### Local utilization, run 1

Bar = 20 um. The die is cut into 12 by 12 equal tiles; black is low, pale yellow is high, 0 to 100% covered.
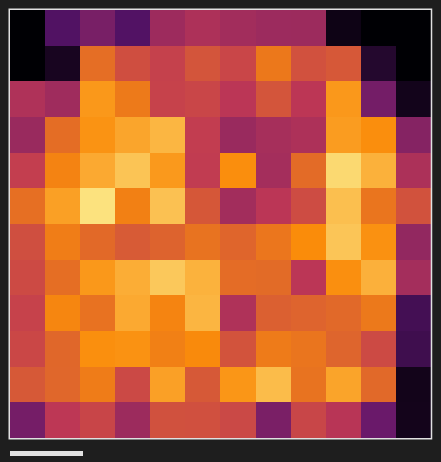
### Metal 1, run 1

Bar = 20 um.
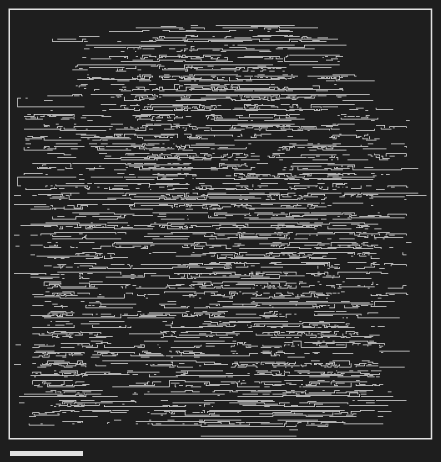
### Metal 2, run 1

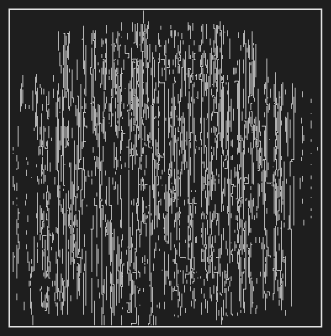
### Routing congestion map, run 1

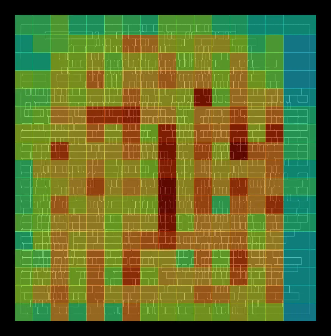
## src/rtl/emern_fixed_pkg.sv

```systemverilog
// Fixed-point constants and FSM state type shared by the inverse-determinant
// unit and the barycentric scaling stage.
package emern_fixed_pkg;

    localparam int unsigned DET_W    = 13;
    localparam int unsigned INV_FRAC = 23;
    localparam int unsigned ACC_W    = DET_W + INV_FRAC;

    typedef enum logic [1:0] {
        IDLE,
        MUL,
        DONE
    } state_t;

endpackage

```

## src/rtl/tt_um_emern_serial_mul.sv

```systemverilog
// Serial 13x23 unsigned shift-add multiplier: one multiplier bit per clock,
// LSB first. The done pulse follows the 13th step.
module tt_um_emern_serial_mul
    import emern_fixed_pkg::*;
(
    input  logic                clk,
    input  logic                rst_n,
    input  logic                start,
    input  logic [DET_W-1:0]    multiplier,
    input  logic [INV_FRAC-1:0] multiplicand,
    output logic                busy,
    output logic                done,
    output logic [ACC_W-1:0]    product
);

    logic [DET_W-1:0] mplier;
    logic [ACC_W-1:0] mcand;
    logic [ACC_W-1:0] acc;
    logic [3:0]       step;

    always_ff @(posedge clk or negedge rst_n) begin
        if (!rst_n) begin
            mplier <= '0;
            mcand  <= '0;
            acc    <= '0;
            step   <= '0;
            busy   <= 1'b0;
            done   <= 1'b0;
        end else begin
            done <= 1'b0;
            if (start) begin
                mplier <= multiplier;
                mcand  <= ACC_W'(multiplicand);
                acc    <= '0;
                step   <= '0;
                busy   <= 1'b1;
            end else if (busy) begin
                if (mplier[0]) begin
                    acc <= acc + mcand;
                end
                mplier <= mplier >> 1;
                mcand  <= mcand << 1;
                step   <= step + 4'd1;
                if (step == 4'(DET_W - 1)) begin
                    busy <= 1'b0;
                    done <= 1'b1;
                end
            end
        end
    end

    assign product = acc;

endmodule

```

## src/rtl/tt_um_emern_bary_scale.sv

```systemverilog
// Barycentric weight |edge| * (1/det) as unsigned Q(OUT_FRAC) plus sign flag,
// saturated to 1.0. Define BARY_ROUND_EN to round half-up instead of truncating.
module tt_um_emern_bary_scale
    import emern_fixed_pkg::*;
#(
    parameter int unsigned OUT_FRAC = 8
) (
    input  logic                clk,
    input  logic                rst_n,
    input  logic                in_valid,
    output logic                in_ready,
    input  logic [DET_W-1:0]    edge_value,
    input  logic                inv_det_negative,
    input  logic [INV_FRAC-1:0] inv_det,
    output logic                out_valid,
    input  logic                out_ready,
    output logic [OUT_FRAC:0]   weight,
    output logic                weight_negative,
    output logic                weight_sat
);

    localparam int unsigned SHIFT = INV_FRAC - OUT_FRAC;
    localparam logic [ACC_W:0] ONE = {{ACC_W{1'b0}}, 1'b1} << OUT_FRAC;

    state_t state, state_next;
    logic   sign, sign_next;
    logic   in_ready_next, out_valid_next;
    logic   weight_negative_next, weight_sat_next;
    logic [OUT_FRAC:0] weight_next;

    logic [DET_W-1:0] edge_mag;
    logic             accept;
    logic             mul_busy, mul_done;
    logic [ACC_W-1:0] product;
    logic [ACC_W:0]   acc_ext, raw;
    logic             sat;
    logic [OUT_FRAC:0] weight_calc;

    // Two's-complement magnitude; -4096 wraps to 13'h1000, read as unsigned 4096.
    assign edge_mag = edge_value[DET_W-1] ? (~edge_value + DET_W'(1)) : edge_value;
    assign accept   = (state == IDLE) && in_valid && in_ready && !mul_busy;

    tt_um_emern_serial_mul u_mul (
        .clk          (clk),
        .rst_n        (rst_n),
        .start        (accept),
        .multiplier   (edge_mag),
        .multiplicand (inv_det),
        .busy         (mul_busy),
        .done         (mul_done),
        .product      (product)
    );

`ifdef BARY_ROUND_EN
    localparam logic [ACC_W:0] ROUND_BIAS = {{ACC_W{1'b0}}, 1'b1} << (SHIFT - 1);
    assign acc_ext = {1'b0, product} + ROUND_BIAS;
`else
    assign acc_ext = {1'b0, product};
`endif

    assign raw         = acc_ext >> SHIFT;
    assign sat         = raw > ONE;
    assign weight_calc = sat ? ONE[OUT_FRAC:0] : raw[OUT_FRAC:0];

    always_ff @(posedge clk or negedge rst_n) begin
        if (!rst_n) begin
            state           <= IDLE;
            sign            <= 1'b0;
            in_ready        <= 1'b0;
            out_valid       <= 1'b0;
            weight          <= '0;
            weight_negative <= 1'b0;
            weight_sat      <= 1'b0;
        end else begin
            state           <= state_next;
            sign            <= sign_next;
            in_ready        <= in_ready_next;
            out_valid       <= out_valid_next;
            weight          <= weight_next;
            weight_negative <= weight_negative_next;
            weight_sat      <= weight_sat_next;
        end
    end

    always_comb begin
        state_next           = state;
        sign_next            = sign;
        in_ready_next        = in_ready;
        out_valid_next       = out_valid;
        weight_next          = weight;
        weight_negative_next = weight_negative;
        weight_sat_next      = weight_sat;
        unique case (state)
            IDLE: begin
                in_ready_next = 1'b1;
                if (accept) begin
                    in_ready_next = 1'b0;
                    sign_next     = edge_value[DET_W-1] ^ inv_det_negative;
                    state_next    = MUL;
                end
            end
            MUL: begin
                if (mul_done) begin
                    state_next           = DONE;
                    out_valid_next       = 1'b1;
                    weight_next          = weight_calc;
                    weight_sat_next      = sat;
                    weight_negative_next = sign && (weight_calc != '0);
                end
            end
            DONE: begin
                if (out_ready) begin
                    out_valid_next = 1'b0;
                    in_ready_next  = 1'b1;
                    state_next     = IDLE;
                end
            end
            default: state_next = IDLE;
        endcase
    end

endmodule

```

## config.mk

```make
export PLATFORM = sky130hd
export DESIGN_NAME = tt_um_emern_bary_scale
export DESIGN_NICKNAME = d
export VERILOG_FILES = /design/src/rtl/emern_fixed_pkg.sv /design/src/rtl/tt_um_emern_serial_mul.sv /design/src/rtl/tt_um_emern_bary_scale.sv
export SDC_FILE = /design/constraint.sdc
export NUM_CORES = 1
export LEC_CHECK = 0
export ABC_AREA = 1
export CORE_AREA = 2 2 114 116
export CTS_BUF_LIST = sky130_fd_sc_hd__clkbuf_8
export CTS_CLUSTER_DIAMETER = 30
export DETAILED_ROUTE_END_ITERATION = 8
export DIE_AREA = 0 0 116 118
export GPL_TIMING_DRIVEN = 0
export PLACE_DENSITY = 0.78
export REMOVE_ABC_BUFFERS = 1
export SLEW_MARGIN = 25
export SYNTH_ARGS = -nofsm -noshare
export SYNTH_HDL_FRONTEND = slang
export SYNTH_SLANG_ARGS = --single-unit
```

## constraint.sdc

```tcl
create_clock -name clk -period 2.9 [get_ports clk]
set_input_delay 0.435 -clock clk [delete_from_list [all_inputs] [get_ports clk]]
set_output_delay 0.435 -clock clk [all_outputs]
set_load 0.05 [all_outputs]
```

==> ci_impl_report.md, run 1 <==
### Metrics collected by this job

| Metric | Value |
|---|---|
| Max_slew headroom | 0.4171 |
| Via count | 6472 |
| Area Overhead vs Synth | 13.61% |
| GPL Wtd Cong | 0.9471 |
| Root buffer cell | clkbuf_8 |
| CTS Hold Bufs | 1 |
| Max Cap Violations | 0 |
| Starting Density | 0.5671 |
| Xor+xnor area frac | 0.01617 |
| Setup TNS | 0 ps |
| Yosys warning total | 0 |
| Post-Syn Area | 0.007041 mm2 |
| Final setup fails | 0 |
| Detailed-route vias per instance | 5.232 |
| H-tree levels | 3 |
| Proportion of layout cells with a drive suffix above 1 | 0.03850 |
| Dpl cells | 1216 |
| Dominant Register Cell | dfrtp_1 |
| DRC Markers | 0 |
| Total power | 0.007014 W |
| Logic pwr share | 0.510 |
| NetSw | 0.003296 W |
| Synth logic family | simple AND/OR/NAND/NOR gates |
| Synth Instances | 1012 |
| Ant diodes | 0 |
| P_clk | 0.00100 W |
| Vias in the first global route | 5950 |
| Most frequent cells in the layout | nand2_1 (349), inv_1 (150), dfrtp_1 (106), nor2_1 (73), nand3_1 (60) |
| Initial antenna violation count | 0 |
| R2R setup slack | 210 ps |
| Drt pass-1 iters | 6 |
| Asr flop ratio synth | 1.000 |
| Pwr/cell area | 876.9 mW/mm2 |
| Metal3 WL | 1113 um |
| Clk pwr share | 0.143 |
| Sequential power | 0.00243 W |
| Worst-Margin Slew | 873.5 ps |
| Highest Clock Rate | 372.4 MHz |
| Yosys aoi share | 0.1326 |
| Clk_skew | 16.57 ps |
| Yosys Chip Area | 0.007041 mm2 |
| Startpoint types | flop |
| Avg Inst Size Synth | 6.957 um2 |
| WL final | 17440 um |
| Crit Path Class | reg -> reg |
| RSZ-0062 raised after global routing | false |
| Sequential share of power | 0.347 |
| Grt met2 use | 0.4053 |
| Pins Over Slew Limit | 0 |
| Hold Crit Class | reg -> reg |
| Gr usage total | 0.2727 |
| MI comb area | 0.003685 mm2 |
| Status | finished, final reports clean |
| LEAKAGE | 4.176 nW |
| Remaining antenna violation count | 0 |
| Launch point of the critical path | u_mul.busy |
| Final Util | 0.6443 |
| Number of enable flip-flop cells | 0 |
| Cell chain of the critical path | nand2_1 > inv_1 > nand3_1 > nand2_1 |
| Yosys top cell by area | dfrtp_1 |
| Cells on worst reg2reg path | 4 |
| Met3 GRT Util | 0.04995 |
| CTS Buf Count | 9 |
| Final instance area | 0.007999 mm2 |
| Tool warnings | 26 |
| First-pass GRT wire length | 29140 um |
| CP top delay family | simple AND/OR/NAND/NOR gates |
| Chip area | 0.01369 mm2 |
| Post-cts sizing count | 3 |
| Post-Place Worst Slack | -948.3 ps |
| Register area | 0.002679 mm2 |
| Area leader share | 0.3803 |
| Buf+Inv Stages, Crit Path | 1 |
| GR Overflow Total | 0 |
| Die height | 118 um |
| Seq cells post-synth | 107 |
| R2R Path End | u_mul.product[24] |
| Final hold slack | 450.8 ps |
| VDD IR-drop max | 0.5255 mV |
| Distinct lib cells used | 44 |
| Min Tclk post-route | 2685 ps |
| Most frequent CP cell | nand2_1 |
| Clock buffer depth | 2 |
| WP data arrival | 3030 ps |
| Hold Startpoint | u_mul.done |
| Critical path depth | 4 |
| Top Layer Used | met4 |
| GRT Max-Usage Layer | met1 |
| Worst setup margin | 214.6 ps |
| Final Instance Count excl. Fillers | 1237 |
| Number of cell rows | 41 |
| Internal power | 0.003718 W |
| Die Wd | 116 um |
| IO buf count | 53 |
| Cell Area, Placed | 0.007734 mm2 |
| # IOs | 54 |
| Number of DRC markers in iteration 0 | 554 |
| Largest net degree at the start of global routing | 64 |
| Area fraction in mux cells | 0 |
| CP peak stage delay | 840 ps |
| Commonest Layout Cell | nand2_1 |
| Simple share | 0.3025 |
| Top cells by area | dfrtp_1 (38%), nand2_1 (19%), inv_1 (8.1%) |
| Clk sinks | 107 |
| Hold path cells | 1 |
| M1 WL | 8580 um |
| TritonCTS clock tree | done |
| Slowest-stage cell, CP | inv_1 |
| Clock slew at reported path FFs | 110 ps |
| Sequential element share of the synthesized area | 0.3803 |
| R2r startpoint | u_mul.busy |
| Wire length on met2 | 7515 um |
| Final Hold Viols | 0 |
| Comb. pwr | 0.00358 W |
| Skew-Pair Late Insertion Delay | 410 ps |
| Fillers | 1149 |
| Crit path required time | 3240 ps |
| DP HPWL | 12940 um |
| Top pwr grp | combinational cells |
| Fin crit share | 0.9260 |
| Adder share | 0.07037 |
| CP endpoint | u_mul.product[24] |
Back to the opening pictures, 'Local utilization':
mean over tiles	57%
emptiest ninth of the die	top right
nearly empty tiles	3.5%
fullest tile	94%
tiles over 75% full	23%

Back to the opening pictures, 'Metal 1':
longest straight run	51.1 um
nets with wire on the layer	1050
wire length on this layer	8580 um
share of all routed wire	49%
main direction	horizontal

Back to the opening pictures, 'Metal 2':
longest straight run	48.3 um
wire length on this layer	7520 um
share of all routed wire	43%
nets with wire on the layer	844

Back to the opening pictures, 'Routing congestion map':
grt met1 use: 0.4129
wire per inst: 14.10 um

[run 1: layout make-up]
class	instances	share of cell area
multi-input cells	729	0.4607
flip-flops and latches	107	0.3349
repair buffers	59	0.07743
inverters	153	0.07227
well taps	172	0.02690
clock buffers	9	0.01549
clock inverters	7	0.01173
repair inverters	1	0.0006257
[run 1: Yosys cell counts, types with 6 or more instances]
cell type  instances
nand2_1          350
inv_1            151
dfrtp_1          107
nor2_1            73
nand3_1           60
o21ai_0           52
a21oi_1           43
ha_1              38
o22ai_1           17
nor3_1            14
buf_2             12
o221ai_1          12
o211ai_1           9
clkbuf_1           7
xnor2_1            7
o31ai_1            6
xor2_1             6
### Routed metal per tile, run 1

Bar = 20 um. The die is cut into 23 by 24 equal tiles; black is low, pale yellow is high, scaled to the fullest tile. Values are wire area over tile area, all layers added.
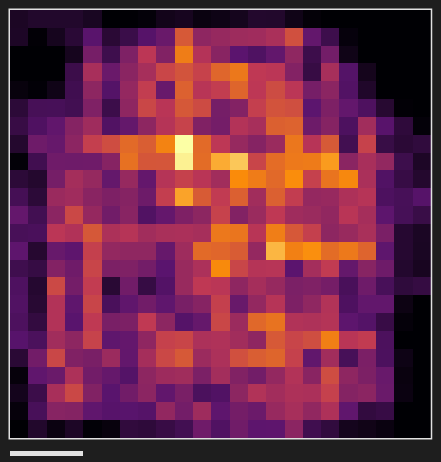

==> run 2, diff against run 1 <==
- CORE_AREA: 2 2 114 116 -> 2 2 134 103
- DIE_AREA: 0 0 116 118 -> 0 0 136 105
- clock period: 2.9 -> 2.2 ns (I/O delays scaled with it)
### Routed metal per tile, run 2

Bar = 50 um. The die is cut into 27 by 21 equal tiles; black is low, pale yellow is high, scaled to the fullest tile. Values are wire area over tile area, all layers added.
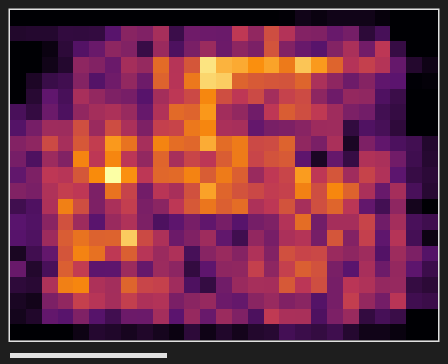
nearly empty tiles	8.8%
fullest tile	0.59
densest ninth of the die	middle

### Local utilization, run 2

Bar = 50 um. The die is cut into 14 by 10 equal tiles; black is low, pale yellow is high, 0 to 100% covered.
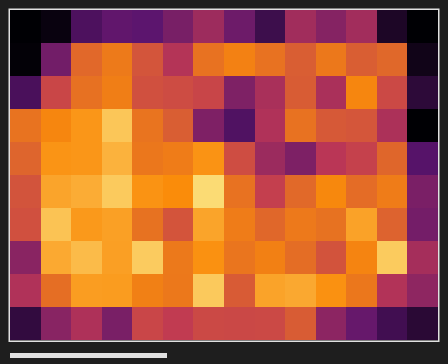
tiles over 75% full	20%
densest ninth of the die	left middle
fullest tile	92%
mean over tiles	56%
nearly empty tiles	2.9%

==> run 2 against run 1 <==
Global-route usage up 0.47 points. Non-clock buffer count up 4. Clock-buffer cell count unchanged. Clock power up 35%. Fmax up 29%. Final area up 2.2%. Wire length up 9.6%. Register-to-register slack worse by 90 ps. Critical path type unchanged.
==> ci_impl_report.md, run 2 <==
### Metrics collected by this job

| Metric | Value |
|---|---|
| Final setup fails | 0 (unchanged) |
| Max_slew headroom | 0.5941 (was 0.4171) |
| Final hold slack | 397.6 ps (was 450.8 ps) |
| Core area | 0.01288 mm2 (was 0.01241 mm2) |
| Launch point of the critical path | u_mul.mcand[0] (was u_mul.busy) |
| Grt met1 use | 0.4272 (was 0.4129) |
| Comb. pwr | 0.00505 W (was 0.00358 W) |
| Clk sinks | 107 (unchanged) |
| Critical path endpoint category | flop (unchanged) |
| Dpl cells | 1215 (was 1216) |
| Worst-path maximum fanout | 3 (was 25) |
| NetSw | 0.004614 W (was 0.003296 W) |
| Layout Nets | 1145 (was 1140) |
| Die height | 105 um (was 118 um) |
| Ant diodes | 0 (unchanged) |
| Sequential element share of the synthesized area | 0.3803 (unchanged) |
| Synth Instances | 1012 (unchanged) |
| M1 WL | 9754 um (was 8580 um) |
| Highest Clock Rate | 481.5 MHz (was 372.4 MHz) |
| Starting Density | 0.5465 (was 0.5671) |
| Min Tclk post-route | 2077 ps (was 2685 ps) |
| Final Util | 0.6347 (was 0.6443) |
| Wire length on met2 | 8037 um (was 7515 um) |
| Top cells by area | dfrtp_1 (38%), nand2_1 (19%), inv_1 (8.1%) (unchanged) |
| R2r startpoint | u_mul.mcand[0] (was u_mul.busy) |
| Final Hold Viols | 0 (unchanged) |
| Net Sw Frac | 0.4788 (was 0.4700) |
| CP endpoint | u_mul.product[24] (unchanged) |
| Logic pwr share | 0.524 (was 0.510) |
| Yosys top cell by instances | nand2_1 (unchanged) |
| DRC Markers | 0 (unchanged) |
| Crit path required time | 2500 ps (was 3240 ps) |
| # Cells Yosys | 1012 (unchanged) |
| Status | finished, final reports clean (unchanged) |
| Total power | 0.009637 W (was 0.007014 W) |
| Max Cap Violations | 0 (unchanged) |
| CTS Buf Count | 9 (unchanged) |
| Area leader share | 0.3803 (unchanged) |
| R2R setup slack | 120 ps (was 210 ps) |
| Detailed-route vias per instance | 5.335 (was 5.232) |
| Number of enable flip-flop cells | 0 (unchanged) |
| Met3 GRT Util | 0.04949 (was 0.04995) |
| Sequential share of power | 0.336 (was 0.347) |
| P_clk | 0.00135 W (was 0.00100 W) |
| Post-CTS setup buffers | 3 (was 0) |
| Yosys warning total | 0 (unchanged) |
| # IOs | 54 (unchanged) |
| Sequential power | 0.00324 W (was 0.00243 W) |
| Final instance area | 0.008177 mm2 (was 0.007999 mm2) |
| WL final | 19120 um (was 17440 um) |
| Synth logic family | simple AND/OR/NAND/NOR gates (unchanged) |
| Remaining antenna violation count | 0 (unchanged) |
| Chip area | 0.01428 mm2 (was 0.01369 mm2) |
| Cell Area, Placed | 0.007732 mm2 (was 0.007734 mm2) |
| Clk pwr share | 0.140 (was 0.143) |
| Initial antenna violation count | 0 (unchanged) |
| Clock buffer depth | 2 (unchanged) |
| Wire per inst | 15.41 um (was 14.10 um) |
| LEAKAGE | 4.193 nW (was 4.176 nW) |
| WP data arrival | 2380 ps (was 3030 ps) |
| CTS Hold Bufs | 1 (unchanged) |
| DP HPWL | 13650 um (was 12940 um) |
| Worst-Margin Slew | 603.3 ps (was 873.5 ps) |
| Clock slew at reported path FFs | 120 ps (was 110 ps) |
| Simple share | 0.3025 (unchanged) |
| Tool warnings | 26 (unchanged) |
| Number of DRC markers in iteration 0 | 565 (was 554) |
| Pwr/cell area | 1179 mW/mm2 (was 876.9 mW/mm2) |
| Adder share | 0.07037 (unchanged) |
| Grt met2 use | 0.4063 (was 0.4053) |
| GRT Max-Usage Layer | met1 (unchanged) |
| Post-Place Worst Slack | -1347 ps (was -948.3 ps) |
| Die Wd | 136 um (was 116 um) |
| Metal3 WL | 1140 um (was 1113 um) |
| Worst setup margin | 122.9 ps (was 214.6 ps) |
| Hold Crit Class | in -> async (was reg -> reg) |
| Distinct lib cells used | 44 (unchanged) |
| Commonest Layout Cell | nand2_1 (unchanged) |
| R2R Path End | u_mul.product[24] (unchanged) |
| Setup TNS | 0 ps (unchanged) |
| Fin crit share | 0.9441 (was 0.9260) |
| Skew-Pair Late Insertion Delay | 400 ps (was 410 ps) |
| IO buf count | 53 (unchanged) |
| Avg Inst Size Synth | 6.957 um2 (unchanged) |
| Clk_skew | 16.39 ps (was 16.57 ps) |
| Yosys top cell by area | dfrtp_1 (unchanged) |
| Startpoint types | flop (unchanged) |
| GPL Wtd Cong | 0.9321 (was 0.9471) |
| First-pass GRT wire length | 31460 um (was 29140 um) |
| VDD IR-drop max | 0.6334 mV (was 0.5255 mV) |
| Via count | 6621 (was 6472) |
| Root buffer cell | clkbuf_8 (unchanged) |
| Final Instance Count excl. Fillers | 1241 (was 1237) |
| Seq cells post-synth | 107 (unchanged) |
| Vias in the first global route | 6283 (was 5950) |
| Asr flop ratio synth | 1.000 (unchanged) |
| Area fraction in mux cells | 0 (unchanged) |
| Drt pass-1 iters | 5 (was 6) |
| Number of cell rows | 36 (was 41) |
| Top Layer Used | met4 (unchanged) |
| Area Overhead vs Synth | 16.14% (was 13.61%) |
| Largest net degree at the start of global routing | 73 (was 64) |
| Top pwr grp | combinational cells (unchanged) |
| Gr usage total | 0.2774 (was 0.2727) |
| Most frequent cells in the layout | nand2_1 (339), inv_1 (147), dfrtp_1 (106), nor2_1 (72), nand3_1 (57) (was nand2_1 (349), inv_1 (150), dfrtp_1 (106), nor2_1 (73), nand3_1 (60)) |
| Internal power | 0.005023 W (was 0.003718 W) |
| Post-Syn Area | 0.007041 mm2 (unchanged) |
| Dominant Register Cell | dfrtp_1 (unchanged) |
| GR Overflow Total | 0 (unchanged) |
| H-tree levels | 3 (unchanged) |
| Crit Path Class | reg -> reg (unchanged) |
| Pins Over Slew Limit | 0 (unchanged) |
| Yosys aoi share | 0.1326 (unchanged) |
| Top post-synthesis cells by count | nand2_1 (350), inv_1 (151), dfrtp_1 (107) (unchanged) |
| Cells on worst reg2reg path | 15 (was 4) |
| TritonCTS clock tree | done (unchanged) |
| Yosys Chip Area | 0.007041 mm2 (unchanged) |
| Proportion of layout cells with a drive suffix above 1 | 0.06822 (was 0.03850) |
| Xor+xnor area frac | 0.01617 (unchanged) |
| Post-cts sizing count | 15 (was 3) |
### Metal 1, run 2

Bar = 50 um.
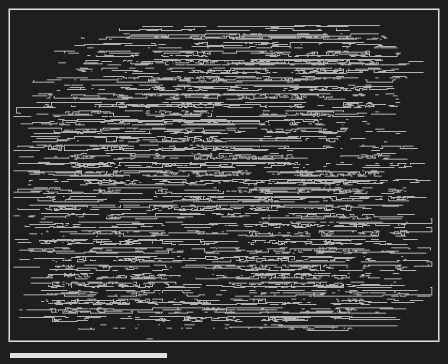
wire length on this layer	9750 um
longest straight run	41.4 um
share of all routed wire	51%

## run 2: cell counts after synthesis
Identical to the previous run, type by type.
## run 2: worst max-delay path, cell delays in order (launching register included)
cell	delay, ps
dfrtp_1	390
ha_2	180
inv_1	60
fa_2	400
inv_2	80
nand3_1	70
nand3_2	100
nand2_1	70
nand2_2	80
nand3_1	80
nand2_2	110
nand2_2	70
nand2_2	60
nand2_1	50
nand3_2	110
nand2_2	60
## run 2: area by class of cell
class	count	area, um2
Inverter	153	586.8
Tap cell	171	214.0
Clock inverter	7	91.34
Sequential cell	107	2681
Timing Repair inverter	2	15.01
Timing Repair Buffer	63	656.9
Multi-Input combinational cell	729	3807
Clock buffer	9	123.9
Fill cell	1219	4706
==> run 3, diff against run 2 <==
- CAP_MARGIN: unset -> 5
### Metal 2, run 3

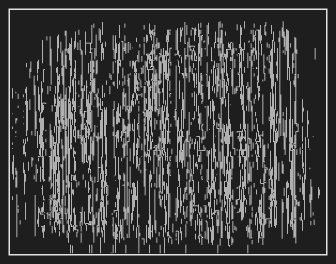
share of all routed wire	42%
main direction	vertical
nets with wire on the layer	866

### Local utilization, run 3

Bar = 50 um. The die is cut into 14 by 10 equal tiles; black is low, pale yellow is high, 0 to 100% covered.
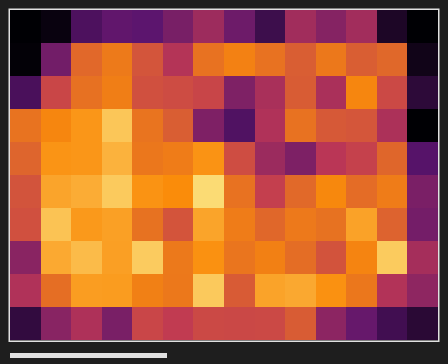
tiles over 75% full	20%
densest ninth of the die	left middle
nearly empty tiles	2.9%

==> run 3 against run 2 <==
Register-to-register slack hardly changed. Utilization unchanged. Sequential power about the same. Largest cell class unchanged. Highest routed layer unchanged.
==> ci_impl_report.md, run 3 <==
### Metrics collected by this job

| Metric | Value |
|---|---|
| Cell chain of the critical path | ha_2 > inv_1 > fa_2 > inv_2 > nand3_1 > nand3_2 > nand2_1 > nand2_2 > nand3_1 > nand2_2 > nand2_2 > nand2_2 > nand2_1 > nand3_2 > nand2_2 (unchanged) |
| DP HPWL | 13650 um (unchanged) |
| Largest net degree at the start of global routing | 73 (unchanged) |
| Fillers | 1219 (unchanged) |
| Sequential element share of the synthesized area | 0.3803 (unchanged) |
| CTS Buf Count | 9 (unchanged) |
| CP peak stage delay | 400 ps (about the same) |
| Post-Syn Area | 0.007041 mm2 (unchanged) |
| Asr flop ratio synth | 1.000 (unchanged) |
| Starting Density | 0.5465 (unchanged) |
| Die Wd | 136 um (unchanged) |
| Top pwr grp | combinational cells (unchanged) |
| Proportion of layout cells with a drive suffix above 1 | 0.06822 (unchanged) |
| P_clk | 0.00135 W (about the same) |
| CP top delay family | simple AND/OR/NAND/NOR gates (unchanged) |
| Total power | 0.009637 W (unchanged) |
| Critical path endpoint category | flop (unchanged) |
| Crit path required time | 2500 ps (about the same) |
| VDD IR-drop max | 0.6334 mV (unchanged) |
| Initial antenna violation count | 0 (unchanged) |
| Ant diodes | 0 (unchanged) |
| Highest Clock Rate | 481.5 MHz (unchanged) |
| Avg Inst Size Synth | 6.957 um2 (unchanged) |
| R2r startpoint | u_mul.mcand[0] (unchanged) |
| Net Sw Frac | 0.4788 (unchanged) |
| Area leader share | 0.3803 (unchanged) |
| Drt pass-1 iters | 5 (unchanged) |
| Tool warnings | 26 (unchanged) |
| Layout Nets | 1145 (unchanged) |
| Root buffer cell | clkbuf_8 (unchanged) |
| Launch point of the critical path | u_mul.mcand[0] (unchanged) |
| Critical path depth | 15 (unchanged) |
| Clock slew at reported path FFs | 120 ps (about the same) |
| Status | finished, final reports clean (unchanged) |
| Most frequent cells in the layout | nand2_1 (339), inv_1 (147), dfrtp_1 (106), nor2_1 (72), nand3_1 (57) (unchanged) |
| Skew-Pair Late Insertion Delay | 400 ps (about the same) |
| Cells on worst reg2reg path | 15 (unchanged) |
| Pins Over Slew Limit | 0 (unchanged) |
| Yosys warning total | 0 (unchanged) |
| Worst-path maximum fanout | 3 (unchanged) |
| Gr usage total | 0.2774 (unchanged) |
| Comb. pwr | 0.00505 W (about the same) |
| Clk_skew | 16.39 ps (unchanged) |
| Clk pwr share | 0.140 (about the same) |
| Buf+Inv Stages, Crit Path | 2 (unchanged) |
| Wire per inst | 15.41 um (unchanged) |
| Detailed-route vias per instance | 5.335 (unchanged) |
| Sequential share of power | 0.336 (about the same) |
| GPL Wtd Cong | 0.9321 (unchanged) |
| Commonest Layout Cell | nand2_1 (unchanged) |
| First-pass GRT wire length | 31460 um (unchanged) |
| Dpl cells | 1215 (unchanged) |
| Post-Place Worst Slack | -1347 ps (unchanged) |
| Final instance area | 0.008177 mm2 (unchanged) |
| Via count | 6621 (unchanged) |
| Startpoint types | flop (unchanged) |
| Synth Instances | 1012 (unchanged) |
| Pwr/cell area | 1179 mW/mm2 (unchanged) |
| IO buf count | 53 (unchanged) |
| Final Hold Viols | 0 (unchanged) |
| Slowest-stage cell, CP | fa_2 (unchanged) |
| Worst-Margin Slew | 603.3 ps (unchanged) |
| Chip area | 0.01428 mm2 (unchanged) |
| Max Cap Violations | 0 (unchanged) |
| Post-cts sizing count | 15 (unchanged) |
| Clk sinks | 107 (unchanged) |
| Number of enable flip-flop cells | 0 (unchanged) |
| Setup TNS | 0 ps (unchanged) |
| Final setup fails | 0 (unchanged) |
| Crit Path Class | reg -> reg (unchanged) |
| R2R Path End | u_mul.product[24] (unchanged) |
| Yosys top cell by area | dfrtp_1 (unchanged) |
| GR Overflow Total | 0 (unchanged) |
| Vias in the first global route | 6283 (unchanged) |
| Post-CTS setup buffers | 3 (unchanged) |
| Final Instance Count excl. Fillers | 1241 (unchanged) |
| Yosys Chip Area | 0.007041 mm2 (unchanged) |
| Worst setup margin | 122.9 ps (unchanged) |
| Grt met2 use | 0.4063 (unchanged) |
| CTS Hold Bufs | 1 (unchanged) |
| Remaining antenna violation count | 0 (unchanged) |
| Sequential power | 0.00324 W (about the same) |
| Final hold slack | 397.6 ps (unchanged) |
| Hold Crit Class | in -> async (unchanged) |
| # Cells Yosys | 1012 (unchanged) |
| Internal power | 0.005023 W (unchanged) |
| WL final | 19120 um (unchanged) |
| Cell Area, Placed | 0.007732 mm2 (unchanged) |
| GRT Max-Usage Layer | met1 (unchanged) |
| # IOs | 54 (unchanged) |
| Area Overhead vs Synth | 16.14% (unchanged) |
| Fin crit share | 0.9441 (unchanged) |
| Seq cells post-synth | 107 (unchanged) |
| Clock buffer depth | 2 (unchanged) |
| Die height | 105 um (unchanged) |
| Number of cell rows | 36 (unchanged) |
| Logic pwr share | 0.524 (about the same) |
| Distinct lib cells used | 44 (unchanged) |
| TritonCTS clock tree | done (unchanged) |
| Number of DRC markers in iteration 0 | 565 (unchanged) |
| Top cells by area | dfrtp_1 (38%), nand2_1 (19%), inv_1 (8.1%) (unchanged) |
| Core area | 0.01288 mm2 (unchanged) |
| Final Util | 0.6347 (unchanged) |
| Dominant Register Cell | dfrtp_1 (unchanged) |
| Top post-synthesis cells by count | nand2_1 (350), inv_1 (151), dfrtp_1 (107) (unchanged) |
| Most frequent CP cell | nand2_2 (unchanged) |
| NetSw | 0.004614 W (unchanged) |
| DRC Markers | 0 (unchanged) |
| R2R setup slack | 120 ps (about the same) |
| Yosys top cell by instances | nand2_1 (unchanged) |
| LEAKAGE | 4.193 nW (unchanged) |
| H-tree levels | 3 (unchanged) |
| WP data arrival | 2380 ps (about the same) |
| Min Tclk post-route | 2077 ps (unchanged) |
| Max_slew headroom | 0.5941 (unchanged) |
### Routing congestion map, run 3

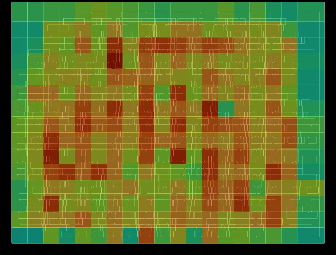
grt met1 use: 0.4272
met3 GRT Util: 0.04949

## run 3: cell type report
class | count | area [um2] | area share
multi-input combinational | 729 | 3807 | 0.4656
sequential | 107 | 2681 | 0.3279
timing repair buffer | 63 | 656.9 | 0.08034
inverter | 153 | 586.8 | 0.07177
tap | 171 | 214.0 | 0.02617
clock buffer | 9 | 123.9 | 0.01515
clock inverter | 7 | 91.34 | 0.01117
timing repair inverter | 2 | 15.01 | 0.001836
## run 3: cell families after synthesis
kind of cell,synth area share
simple gates,0.3025
buf+inv,0.09810
compound gates,0.1326
flops,0.3803
fa+ha+maj,0.07038
xor+xnor,0.01617
## run 3: layer usage
layer | part of all wire | vias up
li1 | - | 3347
met1 | 0.51 | 3064
met2 | 0.42 | 194
met3 | 0.060 | 16
met4 | 0.0098 | 0
met5 | 0 | -
No activity file was given, so power comes from the tool's default toggle rates.
